==> src/rtl/texture_block_fetch_pkg.sv <==
`default_nettype none
// ============================================================================
// Module   : texture_pkg
// Purpose  : Shared types and constants for the texture block fetch unit:
//            texel format enum, FSM state enum, words-per-block constants,
//            block width constants and helper functions.
// Ports    : none (package)
// Revision : 1.0 - initial release
// ============================================================================
package texture_pkg;

  typedef enum logic [1:0] {
    FMT_RGB565   = 2'b00,
    FMT_RGBA8888 = 2'b01,
    FMT_R8       = 2'b10,
    FMT_RSVD     = 2'b11
  } tex_fmt_e;

  typedef enum logic [2:0] {
    ST_IDLE = 3'd0,
    ST_CALC = 3'd1,
    ST_REQ  = 3'd2,
    ST_FILL = 3'd3,
    ST_OUT  = 3'd4
  } fetch_state_e;

  // 16-bit SDRAM words needed for one 4x4 block
  localparam int WPB_RGB565   = 16;
  localparam int WPB_RGBA8888 = 32;
  localparam int WPB_R8       = 8;

  // Meaningful bits of a block, per format
  localparam int BLOCK_W_R8       = 128;
  localparam int BLOCK_W_RGB565   = 256;
  localparam int BLOCK_W_RGBA8888 = 512;

  function automatic logic [5:0] words_per_block(input tex_fmt_e fmt);
    case (fmt)
      FMT_RGB565:   return 6'(WPB_RGB565);
      FMT_RGBA8888: return 6'(WPB_RGBA8888);
      FMT_R8:       return 6'(WPB_R8);
      default:      return 6'd0;
    endcase
  endfunction

  // log2(words_per_block) so block offsets are formed by a shift
  function automatic logic [2:0] wpb_shift(input tex_fmt_e fmt);
    case (fmt)
      FMT_RGB565:   return 3'd4;
      FMT_RGBA8888: return 3'd5;
      FMT_R8:       return 3'd3;
      default:      return 3'd0;
    endcase
  endfunction

endpackage
`default_nettype wire

==> src/rtl/texture_block_fetch_if.sv <==
`default_nettype none
// ============================================================================
// Module   : texture_block_fetch_if
// Purpose  : Bundles the request, SDRAM burst and block output handshakes.
//            master : environment side (requester, memory, decoder)
//            slave  : texture_block_fetch side
// Ports    : req_*   texel request (valid/ready)
//            mem_*   burst read request and read beats
//            out_*, block_data, texel_idx : block output (valid/ready)
// Revision : 1.0 - initial release
// ============================================================================
interface texture_block_fetch_if #(
  parameter int ADDR_W = 24,
  parameter int UV_W   = 10
);
  logic              req_valid;
  logic              req_ready;
  logic [UV_W-1:0]   req_u;
  logic [UV_W-1:0]   req_v;
  logic [ADDR_W-1:0] req_base;
  logic [1:0]        req_fmt;
  logic [3:0]        req_wlog2;

  logic              mem_req;
  logic [ADDR_W-1:0] mem_addr;
  logic [5:0]        mem_len;
  logic              mem_ack;
  logic              mem_rvalid;
  logic [15:0]       mem_rdata;

  logic              out_valid;
  logic              out_ready;
  logic [511:0]      block_data;
  logic [3:0]        texel_idx;
  logic [1:0]        out_fmt;

  modport master (
    output req_valid, req_u, req_v, req_base, req_fmt, req_wlog2,
    input  req_ready,
    input  mem_req, mem_addr, mem_len,
    output mem_ack, mem_rvalid, mem_rdata,
    input  out_valid, block_data, texel_idx, out_fmt,
    output out_ready
  );

  modport slave (
    input  req_valid, req_u, req_v, req_base, req_fmt, req_wlog2,
    output req_ready,
    output mem_req, mem_addr, mem_len,
    input  mem_ack, mem_rvalid, mem_rdata,
    output out_valid, block_data, texel_idx, out_fmt,
    input  out_ready
  );

endinterface
`default_nettype wire

==> src/rtl/texture_block_fetch_addr.sv <==
`default_nettype none
// ============================================================================
// Module   : texture_block_addr
// Purpose  : Combinational 4x4 block address, burst length and in-block
//            texel index for a latched texel request.
// Ports    : u, v      texel coordinates
//            base      texture base word address
//            fmt       texel format
//            wlog2     log2 texture width (values below 2 act as 2)
//            addr      burst start word address (wraps modulo 2^ADDR_W)
//            len       burst length in 16-bit words
//            idx       texel index within the block {v[1:0], u[1:0]}
// Revision : 1.0 - initial release
// ============================================================================
module texture_block_addr
  import texture_pkg::*;
#(
  parameter int ADDR_W = 24,
  parameter int UV_W   = 10
) (
  input  logic [UV_W-1:0]   u,
  input  logic [UV_W-1:0]   v,
  input  logic [ADDR_W-1:0] base,
  input  tex_fmt_e          fmt,
  input  logic [3:0]        wlog2,
  output logic [ADDR_W-1:0] addr,
  output logic [5:0]        len,
  output logic [3:0]        idx
);

  logic [UV_W-3:0]   bx;
  logic [UV_W-3:0]   by;
  logic [3:0]        wl_eff;
  logic [3:0]        row_shift;
  logic [ADDR_W-1:0] blk;

  always_comb begin
    bx        = u[UV_W-1:2];
    by        = v[UV_W-1:2];
    wl_eff    = (wlog2 < 4'd2) ? 4'd2 : wlog2;
    // blocks per row = width/4, so a block row is (wlog2-2) bits wide
    row_shift = wl_eff - 4'd2;
    blk       = (ADDR_W'(by) << row_shift) + ADDR_W'(bx);
    len       = words_per_block(fmt);
    addr      = base + (blk << wpb_shift(fmt));
    idx       = {v[1:0], u[1:0]};
  end

endmodule
`default_nettype wire

==> src/rtl/texture_block_fetch.sv <==
`default_nettype none
// ============================================================================
// Module   : texture_block_fetch
// Purpose  : Accepts a texel request, computes the address of its 4x4 block,
//            burst-reads the block from SDRAM as 16-bit words and presents the
//            packed 512-bit block, texel index and format downstream.
// Ports    : clk    system clock
//            rst_n  asynchronous active-low reset
//            bus    texture_block_fetch_if.slave (request, memory, output)
// Options  : TEX_BLOCK_REUSE_EN - single-entry tag; a request hitting the
//            last completed block is served from the buffer without a fetch.
// Revision : 1.0 - initial release
// ============================================================================
module texture_block_fetch
  import texture_pkg::*;
#(
  parameter int ADDR_W = 24,
  parameter int UV_W   = 10
) (
  input  logic                  clk,
  input  logic                  rst_n,
  texture_block_fetch_if.slave  bus
);

  fetch_state_e      state;
  fetch_state_e      state_nx;

  logic              ready_q;
  logic [UV_W-1:0]   u_q;
  logic [UV_W-1:0]   v_q;
  logic [ADDR_W-1:0] base_q;
  tex_fmt_e          fmt_q;
  logic [3:0]        wlog2_q;

  logic [ADDR_W-1:0] addr_q;
  logic [5:0]        len_q;
  logic [3:0]        idx_q;
  logic [BLOCK_W_RGBA8888-1:0] buf_q;
  logic [4:0]        cnt_q;

  logic [ADDR_W-1:0] calc_addr;
  logic [5:0]        calc_len;
  logic [3:0]        calc_idx;

  logic              accept;
  logic              fill_last;
  logic              tag_hit;

  texture_block_addr #(
    .ADDR_W (ADDR_W),
    .UV_W   (UV_W)
  ) u_addr (
    .u     (u_q),
    .v     (v_q),
    .base  (base_q),
    .fmt   (fmt_q),
    .wlog2 (wlog2_q),
    .addr  (calc_addr),
    .len   (calc_len),
    .idx   (calc_idx)
  );

  assign accept    = bus.req_valid && ready_q;
  assign fill_last = bus.mem_rvalid && ({1'b0, cnt_q} == (len_q - 6'd1));

`ifdef TEX_BLOCK_REUSE_EN
  logic              tag_valid_q;
  logic [ADDR_W-1:0] tag_base_q;
  tex_fmt_e          tag_fmt_q;
  logic [3:0]        tag_wlog2_q;
  logic [UV_W-3:0]   tag_bx_q;
  logic [UV_W-3:0]   tag_by_q;

  assign tag_hit = tag_valid_q
                && (tag_base_q  == base_q)
                && (tag_fmt_q   == fmt_q)
                && (tag_wlog2_q == wlog2_q)
                && (tag_bx_q    == u_q[UV_W-1:2])
                && (tag_by_q    == v_q[UV_W-1:2]);

  always_ff @(posedge clk or negedge rst_n) begin
    if (!rst_n) begin
      tag_valid_q <= 1'b0;
      tag_base_q  <= '0;
      tag_fmt_q   <= FMT_RGB565;
      tag_wlog2_q <= '0;
      tag_bx_q    <= '0;
      tag_by_q    <= '0;
    end else if (state == ST_CALC && state_nx == ST_REQ) begin
      // buffer is about to be overwritten; its old contents no longer valid
      tag_valid_q <= 1'b0;
    end else if (state == ST_FILL && fill_last) begin
      tag_valid_q <= 1'b1;
      tag_base_q  <= base_q;
      tag_fmt_q   <= fmt_q;
      tag_wlog2_q <= wlog2_q;
      tag_bx_q    <= u_q[UV_W-1:2];
      tag_by_q    <= v_q[UV_W-1:2];
    end
  end
`else
  assign tag_hit = 1'b0;
`endif

  always_comb begin
    state_nx = state;
    case (state)
      ST_IDLE: if (accept) state_nx = ST_CALC;
      ST_CALC: state_nx = (fmt_q == FMT_RSVD || tag_hit) ? ST_OUT : ST_REQ;
      ST_REQ:  if (bus.mem_ack) state_nx = ST_FILL;
      ST_FILL: if (fill_last) state_nx = ST_OUT;
      ST_OUT:  if (bus.out_ready) state_nx = ST_IDLE;
      default: state_nx = ST_IDLE;
    endcase
  end

  always_ff @(posedge clk or negedge rst_n) begin
    if (!rst_n) begin
      state   <= ST_IDLE;
      ready_q <= 1'b0;
      u_q     <= '0;
      v_q     <= '0;
      base_q  <= '0;
      fmt_q   <= FMT_RGB565;
      wlog2_q <= '0;
      addr_q  <= '0;
      len_q   <= '0;
      idx_q   <= '0;
      buf_q   <= '0;
      cnt_q   <= '0;
    end else begin
      state   <= state_nx;
      // registered so req_ready is low during and right after reset
      ready_q <= (state_nx == ST_IDLE);
      case (state)
        ST_IDLE: begin
          if (accept) begin
            u_q     <= bus.req_u;
            v_q     <= bus.req_v;
            base_q  <= bus.req_base;
            fmt_q   <= tex_fmt_e'(bus.req_fmt);
            wlog2_q <= bus.req_wlog2;
          end
        end
        ST_CALC: begin
          addr_q <= calc_addr;
          len_q  <= calc_len;
          idx_q  <= calc_idx;
          if (!tag_hit) begin
            buf_q <= '0;
            cnt_q <= '0;
          end
        end
        ST_FILL: begin
          if (bus.mem_rvalid) begin
            buf_q[{cnt_q, 4'd0} +: 16] <= bus.mem_rdata;
            cnt_q <= cnt_q + 5'd1;
          end
        end
        default: ;
      endcase
    end
  end

  assign bus.req_ready  = ready_q;
  assign bus.mem_req    = (state == ST_REQ);
  assign bus.mem_addr   = addr_q;
  assign bus.mem_len    = len_q;
  assign bus.out_valid  = (state == ST_OUT);
  assign bus.block_data = buf_q;
  assign bus.texel_idx  = idx_q;
  assign bus.out_fmt    = fmt_q;

endmodule
`default_nettype wire

==> src/flat_wrapper.sv <==
// flat-port wrapper written by rule: the top's interface ports become plain ports
module texture_block_fetch_flat import texture_pkg::*;
#(
  parameter int ADDR_W = 24,
  parameter int UV_W   = 10
)
  (clk, rst_n, bus_req_valid, bus_req_u, bus_req_v, bus_req_base, bus_req_fmt, bus_req_wlog2, bus_req_ready, bus_mem_req, bus_mem_addr, bus_mem_len, bus_mem_ack, bus_mem_rvalid, bus_mem_rdata, bus_out_valid, bus_block_data, bus_texel_idx, bus_out_fmt, bus_out_ready);
  texture_block_fetch_if #(.ADDR_W(ADDR_W), .UV_W(UV_W)) bus_i ();
  input  logic clk;
  input  logic rst_n;
  input wire logic [$bits(bus_i.req_valid)-1:0] bus_req_valid;
  input wire logic [$bits(bus_i.req_u)-1:0] bus_req_u;
  input wire logic [$bits(bus_i.req_v)-1:0] bus_req_v;
  input wire logic [$bits(bus_i.req_base)-1:0] bus_req_base;
  input wire logic [$bits(bus_i.req_fmt)-1:0] bus_req_fmt;
  input wire logic [$bits(bus_i.req_wlog2)-1:0] bus_req_wlog2;
  output wire logic [$bits(bus_i.req_ready)-1:0] bus_req_ready;
  output wire logic [$bits(bus_i.mem_req)-1:0] bus_mem_req;
  output wire logic [$bits(bus_i.mem_addr)-1:0] bus_mem_addr;
  output wire logic [$bits(bus_i.mem_len)-1:0] bus_mem_len;
  input wire logic [$bits(bus_i.mem_ack)-1:0] bus_mem_ack;
  input wire logic [$bits(bus_i.mem_rvalid)-1:0] bus_mem_rvalid;
  input wire logic [$bits(bus_i.mem_rdata)-1:0] bus_mem_rdata;
  output wire logic [$bits(bus_i.out_valid)-1:0] bus_out_valid;
  output wire logic [$bits(bus_i.block_data)-1:0] bus_block_data;
  output wire logic [$bits(bus_i.texel_idx)-1:0] bus_texel_idx;
  output wire logic [$bits(bus_i.out_fmt)-1:0] bus_out_fmt;
  input wire logic [$bits(bus_i.out_ready)-1:0] bus_out_ready;
  assign bus_i.req_valid = bus_req_valid;
  assign bus_i.req_u = bus_req_u;
  assign bus_i.req_v = bus_req_v;
  assign bus_i.req_base = bus_req_base;
  assign bus_i.req_fmt = bus_req_fmt;
  assign bus_i.req_wlog2 = bus_req_wlog2;
  assign bus_req_ready = bus_i.req_ready;
  assign bus_mem_req = bus_i.mem_req;
  assign bus_mem_addr = bus_i.mem_addr;
  assign bus_mem_len = bus_i.mem_len;
  assign bus_i.mem_ack = bus_mem_ack;
  assign bus_i.mem_rvalid = bus_mem_rvalid;
  assign bus_i.mem_rdata = bus_mem_rdata;
  assign bus_out_valid = bus_i.out_valid;
  assign bus_block_data = bus_i.block_data;
  assign bus_texel_idx = bus_i.texel_idx;
  assign bus_out_fmt = bus_i.out_fmt;
  assign bus_i.out_ready = bus_out_ready;
  texture_block_fetch #(.ADDR_W(ADDR_W), .UV_W(UV_W)) u_core (.clk(clk), .rst_n(rst_n), .bus(bus_i));
endmodule
==> config.mk <==
export PLATFORM = sky130hd
export DESIGN_NAME = texture_block_fetch_flat
export DESIGN_NICKNAME = d
export VERILOG_FILES = /design/src/rtl/texture_block_fetch_pkg.sv /design/src/rtl/texture_block_fetch_if.sv /design/src/rtl/texture_block_fetch_addr.sv /design/src/rtl/texture_block_fetch.sv /design/src/flat_wrapper.sv
export SDC_FILE = /design/constraint.sdc
export NUM_CORES = 1
export LEC_CHECK = 0
export ABC_AREA = 1
export CAP_MARGIN = 20
export CORE_MARGIN = 3
export CORE_UTILIZATION = 51
export DETAILED_ROUTE_END_ITERATION = 10
export GPL_ROUTABILITY_DRIVEN = 0
export PLACE_DENSITY_LB_ADDON = 0.15
export SLEW_MARGIN = 20
export SYNTH_ARGS = -nofsm -noshare
export SYNTH_HDL_FRONTEND = slang
export SYNTH_HIERARCHICAL = 1
export SYNTH_SLANG_ARGS = --single-unit
==> constraint.sdc <==
create_clock -name clk -period 7.7 [get_ports clk]
set_input_delay 1.925 -clock clk [delete_from_list [all_inputs] [get_ports clk]]
set_output_delay 1.925 -clock clk [all_outputs]
set_load 0.1 [all_outputs]
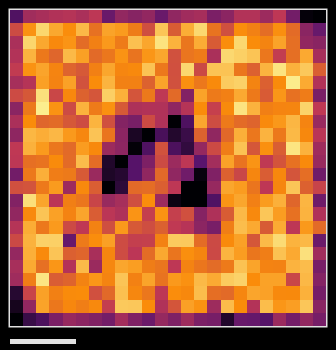
(images/density.png)
Scale bar: 50 um. 24 x 24 tiles, from black (low) to pale yellow (high), 0 to 100% covered.
nearly empty tiles: 2.1%
tiles over 75% full: 31%
emptiest ninth of the die: centre
core area: 54200 um2
Core Density at Floorplan: 51.8%

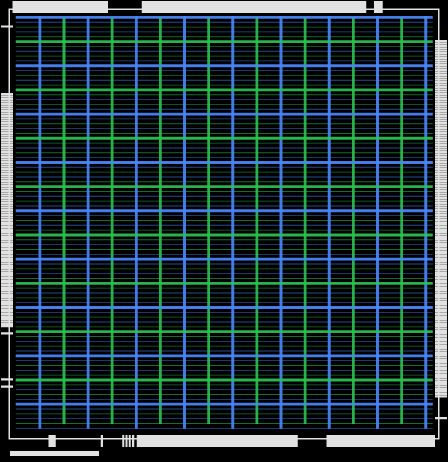
(images/pdn.png)
Scale bar: 50 um. Pins as bars on the die edge.
[VSS] blue
[VDD] green
met4 straps: 17
signal pins: 623
rows: 85
met5 straps: 17
met1 rails: 86
worst vdd ir: 0.508 mV
DIE WIDTH: 241 um
die y size: 241 um

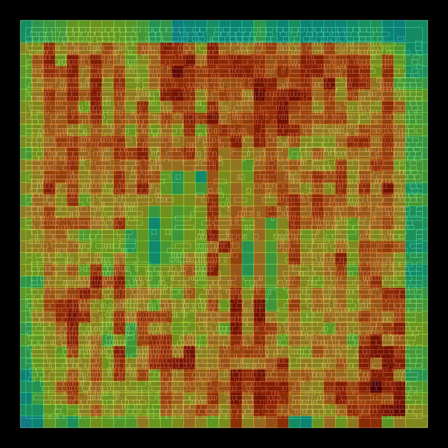
(images/final_congestion.png)
met1 Use GR: 45.3%
GR peak layer: met2

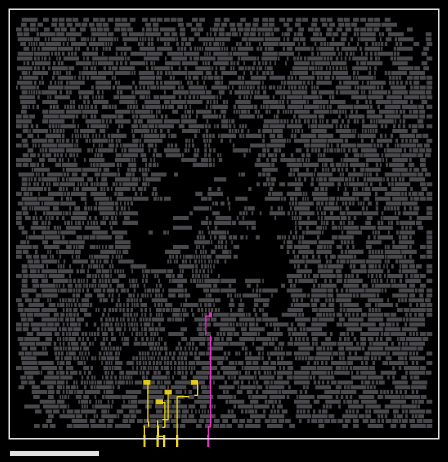
(images/port_nets.png)
Scale bar: 50 um.
[bus_out_valid] magenta | bits: 1 | direction: output | end cells: 1 | buffers: 1 | wire: 71.3 um
[bus_req_wlog2] yellow | bits: 4 | direction: input | end cells: 4 | buffers: 4 | wire: 130 um
I/O pin count: 623
IO Port Bufs: 622

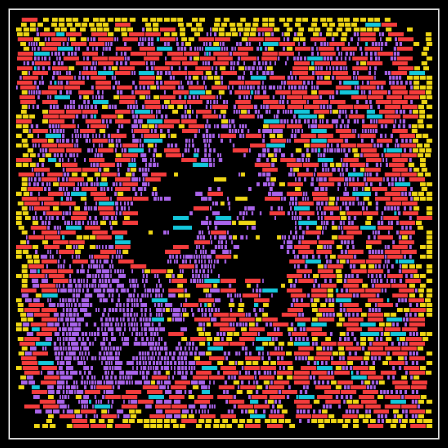
(images/cell_classes.png)
[other buffers and delay cells] yellow | cells: 652 | share of their area: 18%
[clock drivers and dummy loads] cyan | cells: 110 | share of their area: 5.8%
[flops] red | cells: 605 | share of their area: 42%
[all other logic] purple | cells: 2388 | share of their area: 34%
row cnt: 85
fin util: 67.7%

==> results_dict.tcl <==
# collected from the flow reports
set metrics [dict create \
    endpoint "u_core/bus.mem_addr[22]" \
    layout.cells.most_common "nand3_1" \
    postPlaceCellArea_um2 34600 \
    largest_reg_flops 512 \
    met2_usage_pct 54.7 \
    dpl.hpwl_mm 74.2 \
    grt_pass1_vias 25800 \
    seq_area_um2 15100 \
    async_flop_share_pct 100 \
    cts.repair.resized 0 \
    critPathArrivalTime_ps 7330 \
    routedLengthMet1_mm 39.5 \
    slew_viol_final 0 \
    p_total_uw 14700 \
    wl_per_cell_um 23.3 \
    cts_made_buffers 60 \
    taps 696 \
    outcome "completed" \
    num-nonclk-buffers 652 \
    max_cap_violations 0 \
    mi_logic_area_um2 11500 \
    reg2reg_to "u_core/bus.mem_addr[22]" \
    largestClassByArea "sequential cells" \
    path_clk_slew_ps 60 \
    cp.depth 32 \
    fmax_mhz 148 \
    ys_area_um2 28100 \
    period_needed_ps 6760 \
    route.met3.wl_mm 10.3 \
    clock_area_share_pct 5.68 \
    startpoint "u_core/wlog2_q[3]" \
    seq_share_pct 41.2 \
    edf_count 0 \
    fill_cells 4296 \
    top_area_cell "dfrtp_1" \
    flop-count 605 \
    clk_latency_ps 630 \
    setup_viol 0 \
    ys_cells 3208 \
    cts_buffer_depth 3 \
    antenna_found_initial 6 \
]
-- cells by family (layout without fill, tap and decap cells) --
kind of cell / Yosys count / in the layout / share of synthesized area, %
AOI/OAI and AO/OA: 488 / 488 / 9.15
xor gates and xnor gates: 32 / 32 / 1.06
adders and majority gates: 50 / 50 / 2.28
buffers and inverters: 384 / 929 / 5.53
DFF: 605 / 605 / 53.8
muxes: 58 / 58 / 2.29
other: 1 / 9 / 0.0133
and+or+nand+nor: 1590 / 1590 / 25.8
-- power by group through the flow --
stage                     Combinational [uW]  Sequential, uW  Clock [uW]
final                                   7920            3720        3100
after global routing                    8590            3750        3260
after CTS                               7750            3710        3140
after detailed placement                7710            3770           0
after global placement                  7490            3760           0
after floorplan                         4860            4690           0
Power and IR drop assume default switching activity.
